### src/rtl/seq_det_pkg.sv
// Shared constants and helpers for the multi-pattern serial detector.
// The lane configuration travels as one flat record: {en, ovl, len, mask, pat}.
package seq_det_pkg;

   localparam int unsigned MAX_SEQ_W = 64;

   function automatic int unsigned len_w(input int unsigned seq_w);
      return $clog2(seq_w + 1);
   endfunction

   function automatic logic [MAX_SEQ_W-1:0] lenmask(input int unsigned len);
      logic [MAX_SEQ_W-1:0] m;
      m = '0;
      for (int unsigned i = 0; i < MAX_SEQ_W; i++) begin
         if (i < len) m[i] = 1'b1;
      end
      return m;
   endfunction

   function automatic int unsigned cfg_pat_lsb(input int unsigned seq_w);
      return 0 * seq_w;
   endfunction

   function automatic int unsigned cfg_mask_lsb(input int unsigned seq_w);
      return seq_w;
   endfunction

   function automatic int unsigned cfg_len_lsb(input int unsigned seq_w);
      return 2 * seq_w;
   endfunction

   function automatic int unsigned cfg_ovl_lsb(input int unsigned seq_w);
      return 2 * seq_w + len_w(seq_w);
   endfunction

   function automatic int unsigned cfg_en_lsb(input int unsigned seq_w);
      return 2 * seq_w + len_w(seq_w) + 1;
   endfunction

   function automatic int unsigned cfg_bits(input int unsigned seq_w);
      return 2 * seq_w + len_w(seq_w) + 2;
   endfunction

endpackage

### src/rtl/seq_det_lane.sv
// One detector lane: configuration registers, fill counter, masked compare,
// registered match pulse and saturating hit counter.
module seq_det_lane
   import seq_det_pkg::*;
#(
   parameter int unsigned SEQ_WIDTH = 8,
   parameter int unsigned CNT_WIDTH = 16,
   localparam int unsigned LEN_W = len_w(SEQ_WIDTH),
   localparam int unsigned CFG_W = cfg_bits(SEQ_WIDTH)
) (
   input  logic                 clk,
   input  logic                 rst,
   input  logic [SEQ_WIDTH-1:0] win,
   input  logic                 in_valid,
   input  logic                 cfg_wr,
   input  logic [CFG_W-1:0]     cfg,
   input  logic                 cnt_clr,
   output logic                 hit,
   output logic                 match,
   output logic [CNT_WIDTH-1:0] match_cnt
);

   localparam int unsigned PAT_LSB = cfg_pat_lsb(SEQ_WIDTH);
   localparam int unsigned MSK_LSB = cfg_mask_lsb(SEQ_WIDTH);
   localparam int unsigned LEN_LSB = cfg_len_lsb(SEQ_WIDTH);
   localparam int unsigned OVL_LSB = cfg_ovl_lsb(SEQ_WIDTH);
   localparam int unsigned EN_LSB  = cfg_en_lsb(SEQ_WIDTH);

   logic [SEQ_WIDTH-1:0] pat_q;
   logic [SEQ_WIDTH-1:0] mask_q;
   logic [SEQ_WIDTH-1:0] lm;
   logic [LEN_W-1:0]     len_q;
   logic [LEN_W-1:0]     fill_q;
   logic                 ovl_q;
   logic                 en_q;
   logic                 len_ok;
   logic                 filled;
   logic                 cmp_ok;

   always_comb begin
      lm     = SEQ_WIDTH'(lenmask(32'(len_q)));
      len_ok = (len_q != '0) && (32'(len_q) <= SEQ_WIDTH);
      filled = (32'(fill_q) + 32'd1) >= 32'(len_q);
      cmp_ok = ((win ^ pat_q) & mask_q & lm) == '0;
      // A write on this lane wins over a hit in the same cycle.
      hit    = in_valid && en_q && !cfg_wr && len_ok && filled && cmp_ok;
   end

   always_ff @(posedge clk or posedge rst) begin
      if (rst) begin
         pat_q     <= '0;
         mask_q    <= '0;
         len_q     <= '0;
         ovl_q     <= 1'b0;
         en_q      <= 1'b0;
         fill_q    <= '0;
         match     <= 1'b0;
         match_cnt <= '0;
      end else begin
         match <= hit;
         if (cfg_wr) begin
            pat_q  <= cfg[PAT_LSB +: SEQ_WIDTH];
            mask_q <= cfg[MSK_LSB +: SEQ_WIDTH];
            len_q  <= cfg[LEN_LSB +: LEN_W];
            ovl_q  <= cfg[OVL_LSB];
            en_q   <= cfg[EN_LSB];
            fill_q <= '0;
         end else if (in_valid) begin
            if (hit && !ovl_q) begin
               fill_q <= '0;
            end else if (32'(fill_q) < SEQ_WIDTH) begin
               fill_q <= fill_q + 1'b1;
            end
         end
         if (cnt_clr) begin
            match_cnt <= '0;
         end else if (hit && (match_cnt != '1)) begin
            match_cnt <= match_cnt + 1'b1;
         end
      end
   end

endmodule

### src/rtl/seq_detector_multi.sv
// Multi-pattern serial bitstream detector: shared history register feeding
// NUM_PAT independently programmable detector lanes.
module seq_detector_multi
   import seq_det_pkg::*;
#(
   parameter int unsigned SEQ_WIDTH = 8,
   parameter int unsigned NUM_PAT   = 4,
   parameter int unsigned CNT_WIDTH = 16,
   localparam int unsigned IDX_W = (NUM_PAT > 1) ? $clog2(NUM_PAT) : 1,
   localparam int unsigned LEN_W = len_w(SEQ_WIDTH)
) (
   input  logic                         clk,
   input  logic                         rst,
   input  logic                         in_valid,
   input  logic                         in_bit,
   input  logic                         cfg_we,
   input  logic [IDX_W-1:0]             cfg_idx,
   input  logic [SEQ_WIDTH-1:0]         cfg_pat,
   input  logic [SEQ_WIDTH-1:0]         cfg_mask,
   input  logic [LEN_W-1:0]             cfg_len,
   input  logic                         cfg_ovl,
   input  logic                         cfg_en,
   input  logic                         cnt_clr,
   output logic [NUM_PAT-1:0]           match,
   output logic                         any_match,
   output logic [NUM_PAT*CNT_WIDTH-1:0] match_cnt
);

   localparam int unsigned CFG_W = cfg_bits(SEQ_WIDTH);

   // The oldest history bit is shifted out before it can reach any window,
   // so only SEQ_WIDTH-1 bits are stored.
   logic [SEQ_WIDTH-2:0] hist_q;
   logic [SEQ_WIDTH-1:0] win;
   logic [CFG_W-1:0]     cfg_flat;
   logic [NUM_PAT-1:0]   cfg_wr;
   logic [NUM_PAT-1:0]   hit;

   assign win      = {hist_q, in_bit};
   assign cfg_flat = {cfg_en, cfg_ovl, cfg_len, cfg_mask, cfg_pat};

   always_ff @(posedge clk or posedge rst) begin
      if (rst) begin
         hist_q    <= '0;
         any_match <= 1'b0;
      end else begin
         if (in_valid) hist_q <= win[SEQ_WIDTH-2:0];
         any_match <= |hit;
      end
   end

   for (genvar k = 0; k < NUM_PAT; k++) begin : g_lane
      assign cfg_wr[k] = cfg_we && (cfg_idx == IDX_W'(k));

      seq_det_lane #(
         .SEQ_WIDTH (SEQ_WIDTH),
         .CNT_WIDTH (CNT_WIDTH)
      ) u_lane (
         .clk       (clk),
         .rst       (rst),
         .win       (win),
         .in_valid  (in_valid),
         .cfg_wr    (cfg_wr[k]),
         .cfg       (cfg_flat),
         .cnt_clr   (cnt_clr),
         .hit       (hit[k]),
         .match     (match[k]),
         .match_cnt (match_cnt[k*CNT_WIDTH +: CNT_WIDTH])
      );
   end

endmodule

### config.mk
export PLATFORM = sky130hd
export DESIGN_NAME = seq_detector_multi
export DESIGN_NICKNAME = d
export VERILOG_FILES = /design/src/rtl/seq_det_pkg.sv /design/src/rtl/seq_det_lane.sv /design/src/rtl/seq_detector_multi.sv
export SDC_FILE = /design/constraint.sdc
export NUM_CORES = 1
export LEC_CHECK = 0
export CORE_ASPECT_RATIO = 0.8
export CORE_MARGIN = 2
export CORE_UTILIZATION = 60
export CTS_BUF_LIST = sky130_fd_sc_hd__clkbuf_16
export DETAILED_ROUTE_END_ITERATION = 6
export GPL_TIMING_DRIVEN = 0
export HOLD_SLACK_MARGIN = 0.06
export PLACE_DENSITY = 0.84
export RECOVER_POWER = 100
export SLEW_MARGIN = 20
export SYNTH_ARGS = -nofsm -noshare
export SYNTH_HDL_FRONTEND = slang
export SYNTH_SLANG_ARGS = --single-unit
export TNS_END_PERCENT = 5
### constraint.sdc
create_clock -name clk -period 10.1 [get_ports clk]
set_clock_uncertainty 0.05 [all_clocks]
set_input_delay 1.01 -clock clk [delete_from_list [all_inputs] [get_ports clk]]
set_output_delay 1.01 -clock clk [all_outputs]
set_load 0.01 [all_outputs]
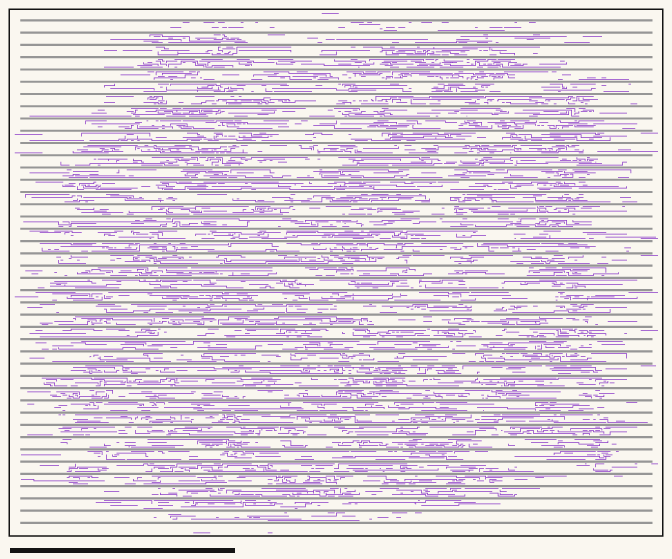
**Above:** met1 routing.
Bar = 50 um. Supply wires on this layer in gray.
wire length on this layer: 11100 um
share of all routed wire: 43%
longest straight run: 36.8 um

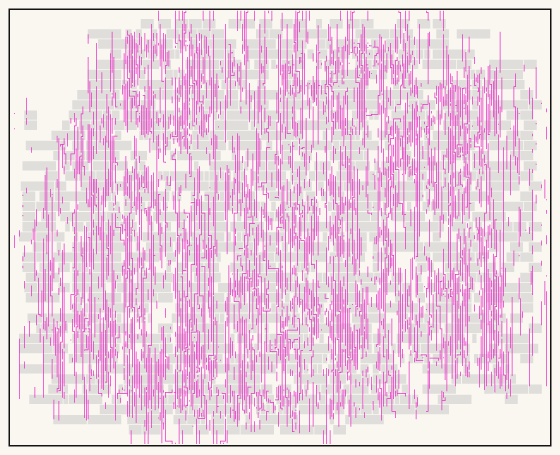
**Above:** signal wires on met2.
share of all routed wire: 45%
nets with wire on the layer: 1016
longest straight run: 41.5 um
wire length on this layer: 11700 um
main direction: vertical

==> summary.txt <==
run metrics: Simple Share, Synth=0.242, Top non-seq family=simple AND/OR/NAND/NOR gates, area fraction in mux cells=0.0444, Slew Viols, Final=93, total congestion overflow=0, Initial DRC Count=921, Yosys chip area=9500 um^2, drt via density=6.30, drt total wl=26.0 mm, hold buffer count at CTS=0, critical path type=in -> async, Critical Path AT=5.49 ns, required time of the critical path=9.53 ns, Complex Gates by Area=0.128, Die Span Y=117 um, CP endpoint kind=async pin, status=complete, but fails checks, Synth Seq Share=0.474, Fin. Hold Viols=0, Worst Hold Class=reg -> reg, Slew @ Worst Pin=4.52 ns, share of cells above drive strength 1=0.0691, failing checks=capacitance limit, slew limit, first-pass GRT wire length=41.2 mm, Non-Filler Instances=1372, Adder-Cell Fraction of Synth Area=0.0316, root buf cell=clkbuf_16, Longest Clk Path Bufs=2, NetSw=0.000793 W, routed len/inst=18.9 um, IO Pins=99, Final GP Congestion=0.906, Core Area=15600 um^2, Top cell area share=0.474, Critical Path Start Type=primary input, full die area=16900 um^2, number of global-route vias before repair=7798, Area growth, synth to finish=19.2%, Post-Syn Instances=1026, xor/xnor share=0.0424, Max VDD drop=0.145 mV, final period utilization=0.600, DRC=0, pwr dens=193 nW/um^2, Int Pwr=0.00140 W, CTS tree=built, Setup Buffers After CTS=0, max cap viols=2, stage-log warning count=26, # fillers=1145, detailed placement HPWL=18.4 mm, post-synth top area cell=dfrtp_1, Antenna Cells=0, Mapped Area=9500 um^2, port bufs=97, Max transition margin=-2.02, row count=41, Ys Warns=0, Nets=1198, Clock Latency Late Sink=0.44 ns, CTS resizes=0, Clock power frac=0.299, router iterations before antenna repair=5
==> power by group through the flow <==
stage / Clock [W] / Sequential [W] / Combinational (W)
global placement: 0 / 0.000927 / 0.000574
CTS: 0.000656 / 0.000920 / 0.000608
global route: 0.000688 / 0.000935 / 0.000684
detailed placement: 0 / 0.000930 / 0.000600
finish: 0.000654 / 0.000924 / 0.000610
floorplan: 0 / 0.000906 / 0.000428
==> path summary, 6_finish.rpt <==
path | slack [ns] | cells past startpoint | to | startpoint
min in group asynchronous | 1.18 | 2 | g_lane[3].u_lane.match_cnt[7]$_DFFE_PP0P_ | rst
worst min register to register | 0.43 | 2 | g_lane[2].u_lane.mask_q[6]$_DFFE_PP0P_ | g_lane[2].u_lane.mask_q[6]$_DFFE_PP0P_
max in group clk | 5.30 | 8 | g_lane[1].u_lane.match_cnt[7]$_DFFE_PP0P_ | in_valid
worst max register to register | 6.14 | 8 | g_lane[1].u_lane.match_cnt[7]$_DFFE_PP0P_ | hist_q[2]$_DFFE_PP0P_
worst min-delay path | 0.43 | 2 | g_lane[2].u_lane.mask_q[6]$_DFFE_PP0P_ | g_lane[2].u_lane.mask_q[6]$_DFFE_PP0P_
worst max-delay path | 4.04 | 3 | g_lane[0].u_lane.match_cnt[3]$_DFFE_PP0P_ | rst
==> final cells by class <==
class / count / area, um^2 / share of cell area
well taps: 215 / 269 / 0.0237
clock inverters: 15 / 148 / 0.0130
multi-input cells: 759 / 4640 / 0.409
plain buffers: 63 / 251 / 0.0222
repair buffers: 99 / 1000 / 0.0885
clock buffers: 17 / 425 / 0.0376
flip-flops and latches: 180 / 4500 / 0.398
inverters: 24 / 91.3 / 0.00806
==> sequential cells by signal, summed over array words and instances, names as in the netlist <==
| name | flops |
|---|---|
| g_lane.u_lane.ovl_q | 4 |
| g_lane.u_lane.pat_q | 32 |
| g_lane.u_lane.match | 4 |
| g_lane.u_lane.en_q | 4 |
| g_lane.u_lane.match_cnt | 64 |
| g_lane.u_lane.len_q | 16 |
| any_match | 1 |
| g_lane.u_lane.mask_q | 32 |
| g_lane.u_lane.fill_q | 16 |
| hist_q | 7 |
==> stage by stage <==
step           setup WS (ns)  utilization  power (W)  area, um^2  hold WS (ns)
3_3_place_gp            1.73        0.687    0.00150       10700         0.409
3_5_place_dp            5.63        0.691    0.00153       10800         0.413
6_report                4.04        0.724    0.00219       11300         0.427
4_1_cts                 6.11        0.727    0.00218       11400         0.430
2_1_floorplan           4.15            -    0.00133        9500         0.389
5_1_grt                 3.00        0.724    0.00231       11300         0.451
==> worst max-delay path, cell delays in order <==
cell and delay [ns]:
dlygate4sd3_1 0.55, clkinvlp_2 0.65, clkbuf_1 3.22
==> routing by layer <==
| layer | up-vias | global-route usage | part of all wire |
|---|---|---|---|
| li1 | 3936 | - | - |
| met1 | 4191 | 0.459 | 0.43 |
| met2 | 457 | 0.482 | 0.45 |
| met3 | 62 | 0.0800 | 0.094 |
| met4 | 0 | 0.109 | 0.027 |
| met5 | - | 0 | 0 |
Power is estimated from default activity; no workload was simulated.
